congestion_map.png
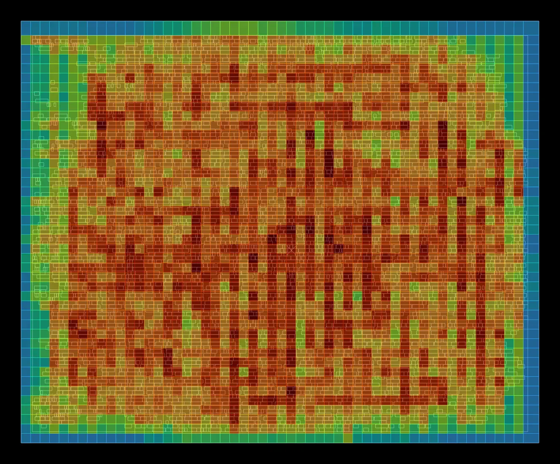
class_map.png
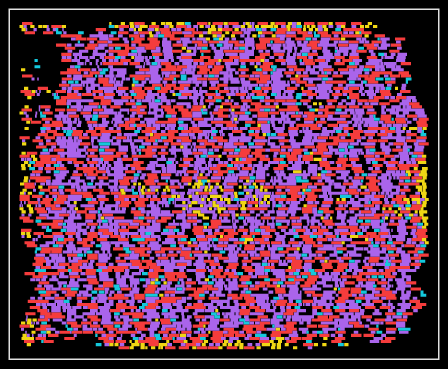
util_map.png
Bar = 100 um. 38 x 31 tiles, from black (low) to pale yellow (high), 0 to 100% covered.
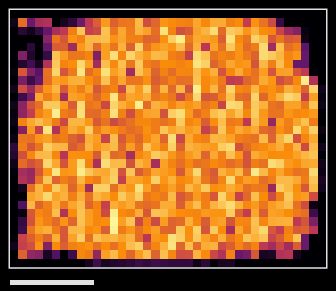
port_trees.png
Bar = 100 um.
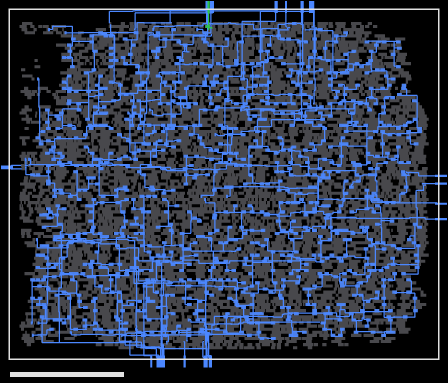
==> src/rtl/alu_issue.sv <==
// alu_issue: two-stage ALU issue/writeback controller with 32x32 register file; define ALU_ISSUE_FORWARD_EN to bypass alu_out on RAW hazards instead of stalling
module alu_issue (
  input  logic        clk,
  input  logic        rst,
  input  logic        instr_valid,
  output logic        instr_ready,
  input  logic [31:0] instr,
  output logic [31:0] alu_op_a,
  output logic [31:0] alu_op_b,
  output logic [4:0]  alu_op_code,
  input  logic [31:0] alu_out,
  input  logic        alu_flag_carry,
  input  logic        alu_flag_overflow,
  input  logic        alu_flag_parity,
  input  logic        alu_flag_neg,
  output logic        wb_valid,
  output logic [4:0]  wb_addr,
  output logic [31:0] wb_data,
  output logic [3:0]  flags,
  output logic        illegal,
  input  logic [4:0]  dbg_addr,
  output logic [31:0] dbg_data
);
  logic [31:0] rf [32];
  logic        e_valid;
  logic [4:0]  e_op, e_rd;
  logic [31:0] e_a, e_b;
  logic [4:0]  op, rd, ra, rb;
  logic        unused_bits;
  logic        e_wr, e_rsv, e_arith, haz_a, haz_b, accept;
  logic [31:0] src_a, src_b;

  function automatic logic is_wr(input logic [4:0] o);
    return (o >= 5'd1 && o <= 5'd8) || (o >= 5'd16 && o <= 5'd19);
  endfunction

  assign {op, rd, ra, rb} = instr[31:12];
  assign unused_bits = ^instr[11:0];
  assign alu_op_a = e_a;
  assign alu_op_b = e_b;
  assign dbg_data = rf[dbg_addr];

  always_comb begin
    e_wr = e_valid && is_wr(e_op);
    e_rsv = e_valid && e_op != 5'd0 && !is_wr(e_op);
    e_arith = e_op == 5'd16 || e_op == 5'd17;
    haz_a = e_wr && e_rd != 5'd0 && ra == e_rd;
    haz_b = e_wr && e_rd != 5'd0 && rb == e_rd;
`ifdef ALU_ISSUE_FORWARD_EN
    instr_ready = !rst;
    src_a = haz_a ? alu_out : rf[ra];
    src_b = haz_b ? alu_out : rf[rb];
`else
    instr_ready = !rst && !(haz_a || haz_b);
    src_a = rf[ra];
    src_b = rf[rb];
`endif
    accept = instr_valid && instr_ready;
    alu_op_code = e_valid ? e_op : 5'd0;
  end

  always_ff @(posedge clk or posedge rst) begin
    if (rst) begin
      e_valid <= 1'b0;
      e_op <= '0;
      e_rd <= '0;
      e_a <= '0;
      e_b <= '0;
    end else begin
      e_valid <= accept;
      if (accept) begin
        e_op <= op;
        e_rd <= rd;
        e_a <= src_a;
        e_b <= src_b;
      end
    end
  end

  // R0 is never written, so it reads zero forever after reset
  always_ff @(posedge clk or posedge rst) begin
    if (rst) begin
      for (int i = 0; i < 32; i++) rf[i] <= '0;
    end else if (e_wr && e_rd != 5'd0) begin
      rf[e_rd] <= alu_out;
    end
  end

  always_ff @(posedge clk or posedge rst) begin
    if (rst) begin
      wb_valid <= 1'b0;
      wb_addr <= '0;
      wb_data <= '0;
      flags <= '0;
      illegal <= 1'b0;
    end else begin
      wb_valid <= e_wr;
      illegal <= e_rsv;
      if (e_wr) begin
        wb_addr <= e_rd;
        wb_data <= alu_out;
        flags <= {e_arith ? alu_flag_carry : flags[3], alu_flag_overflow, alu_flag_parity, alu_flag_neg};
      end
    end
  end
endmodule

==> config.mk <==
export PLATFORM = sky130hd
export DESIGN_NAME = alu_issue
export DESIGN_NICKNAME = d
export VERILOG_FILES = /design/src/rtl/alu_issue.sv
export SDC_FILE = /design/constraint.sdc
export NUM_CORES = 2
export LEC_CHECK = 0
export CAP_MARGIN = 20
export CORE_AREA = 8 8 369 299
export CTS_BUF_LIST = sky130_fd_sc_hd__clkbuf_8
export DETAILED_ROUTE_END_ITERATION = 6
export DIE_AREA = 0 0 377 307
export PLACE_DENSITY_LB_ADDON = 0.2
export SLEW_MARGIN = 20
export SYNTH_ARGS = -nofsm -noshare
export SYNTH_HDL_FRONTEND = slang
export SYNTH_SLANG_ARGS = --single-unit
==> constraint.sdc <==
create_clock -name clk -period 46.1 [get_ports clk]
set_input_delay 4.61 -clock clk [delete_from_list [all_inputs] [get_ports clk]]
set_output_delay 4.61 -clock clk [all_outputs]
set_load 0.02 [all_outputs]
==> out/results.txt <==
Most frequent cells in the layout -> dfrtp_1 (1141), mux2_2 (1068), mux4_2 (715)
Non-clk buf share -> 0.0450
Hold Path Class -> flop to flop
Yosys reg bits -> 1142
Met2 wire length -> 94000 um
Max Clock Skew -> 0.0453 ns
Area reported by Yosys stat -> 66100 sq um
Dominant comb cell -> multiplexers
Synth Flop Type -> dfrtp_1
Sw Ratio -> 0.313
Largest register FFs -> 1024
Reg clk slew, reported paths -> 0.06 ns
Dominant cell area share -> 0.432
Worst path max stage delay -> 0.83 ns
Clock-cell share -> 0.0529
Post-DP HPWL -> 134000 um
CTS Sinks -> 1142
Delay-heaviest family, CP -> buffers and inverters
Seq pwr -> 0.00140 W
Largest Register -> rf
DR DRC count -> 1
Critical path's slowest cell -> buf_4
Post-synth seq share -> 0.432
Flops -> 1142
Syn nets -> 4499
CP max FO -> 52
Total via count in the routed design -> 46300
Internal power -> 0.00217 W
Layout Nets -> 4529
Max rail drop VDD -> 0.0283 mV
Antenna diodes -> 8
Reg2reg start -> e_op[4]
Register area -> 28600 sq um
Comb pwr share -> 0.263
Number of enable flip-flop cells -> 0
Status -> finished, violations left
Sw Pwr -> 0.000991 W
Syn Area/Cell -> 14.9 sq um
Failing checks -> DRC
Biggest consumer -> registers
Leading cell types by count after synthesis -> dfrtp_1 (1142), mux2_2 (1068), mux4_2 (715), clkbuf_1 (316), mux2i_1 (234)
Netlist area before placement -> 66100 sq um
Antenna viol nets, final -> 0
Tap Count -> 1404
1st-pass router iterations -> 7
Worst setup path end -> dbg_data[31]
Basic Gates by Area -> 0.0287
Die width -> 377 um
Non-clk invs -> 13
Unique masters post-synth -> 40
Clock Buffer Count -> 239
Crit path capture type -> primary output
Hold endpoint -> rf[1003]
Clk_lat worst skew -> 0.94 ns
H-tree Lvls -> 4
Final WS setup -> 32.41 ns
Fmax -> 73.1 MHz
Comb. cell area -> 35500 sq um
Drt first-iter violations -> 6990
R2R setup slack -> 41.86 ns
CP startpoint kind -> primary input
Grt ovf -> 0
PwrDens -> 43.2 nW/um^2
CTS buffer count -> 183
Worst Tran Pin Value -> 1.22 ns
Worst-case reg-to-reg path depth -> 6
Crit share post-route -> 0.297
Top cells, area -> dfrtp_1 (43%), mux4_2 (24%), mux2_2 (18%)
Asr flop ratio synth -> 1.00
Count of plain and timing-repair buffers -> 358
Chip height -> 307 um
Syn Inst Count -> 4423
Lkg Pwr -> 31.7 nW
Aoi share -> 0.0372
Post-CTS sizing -> 0
Synth area leader -> dfrtp_1
#MultiIn Comb -> 2755
Hold buffers post-CTS -> 0
Layout filler cell count -> 7053
Met1 wire length -> 85100 um
Cell Count, Final, Fillers Out -> 6016
Final hold slack -> 0.415 ns
Clk buf depth -> 3
Logic share of the area -> 0.486
Design Power -> 0.00316 W
Setup violators final -> 0
Area fraction in mux cells -> 0.466
Synth Warn # -> 0
Tool warning count -> 69
Num ports -> 221
Hold depth -> 0
Fin crit period -> 13.69 ns
RSZ-0062 raised after global routing -> false
CP required -> 41.49 ns
Total wire length -> 226000 um
Met3 wire len -> 34200 um
Worst slew margin -> 0.188
Root buffer cell -> clkbuf_8
Hold Fails Final Rpt -> 0
Clock network power share -> 0.293
CP cell instances -> buf_8, buf_4, buf_4, mux4_2, mux4_2, mux2_2, clkdlybuf4s50_1
First-pass GRT wire length -> 328000 um
Fa+ha+maj area frac -> 0
Area after DPL -> 69200 sq um
Clock net power -> 0.000926 W
Gpl congestion -> 0.897
PortBufs -> 208
GRT Resource Usage Total -> 0.390
Vias in the first global route -> 46100
Worst Setup SP -> dbg_addr[0]
Dominant class by area -> logic gates
Placement Setup Slack -> 32.40 ns
Number of vias per cell -> 7.70
Global Route met1 Usage -> 0.539
Total setup buffers inserted after CTS -> 0
Initial antenna violation count -> 18
WP buf/inv -> 4
Commonest Layout Cell -> dfrtp_1
Met3 usage -> 0.175
About congestion_map.png:
M2 GR Usage: 0.524
most used routing layer: met1
WL per Instance: 37.5 um

About class_map.png:
[remaining logic cells] purple | cells: 2768
[remaining buffers and delay cells] yellow | cells: 358
[registers] red | cells: 1142
[clock drivers and dummy loads] cyan | cells: 336
Final Cell Area: 73100 sq um
core footprint: 104000 sq um
Seq area share: 0.391
Rows: 106
Util after Layout: 0.703

About util_map.png:
fullest tile: 98%
nearly empty tiles: 10%
tiles over 75% full: 40%
Pre-Place Util: 0.635

About port_trees.png:
[`alu_flag_carry`] green | bits: 1 | direction: input | edge: top | end cells: 1 | buffers: 1 | wire: 21.1 um
[`alu_out`] blue | bits: 32 | direction: input | edge: 13 top, 13 bottom, 4 right, 2 left | end cells: 1024 | buffers: 47 | wire: 14100 um

Power figures rest on the tool's default switching activity, not on a simulated workload.
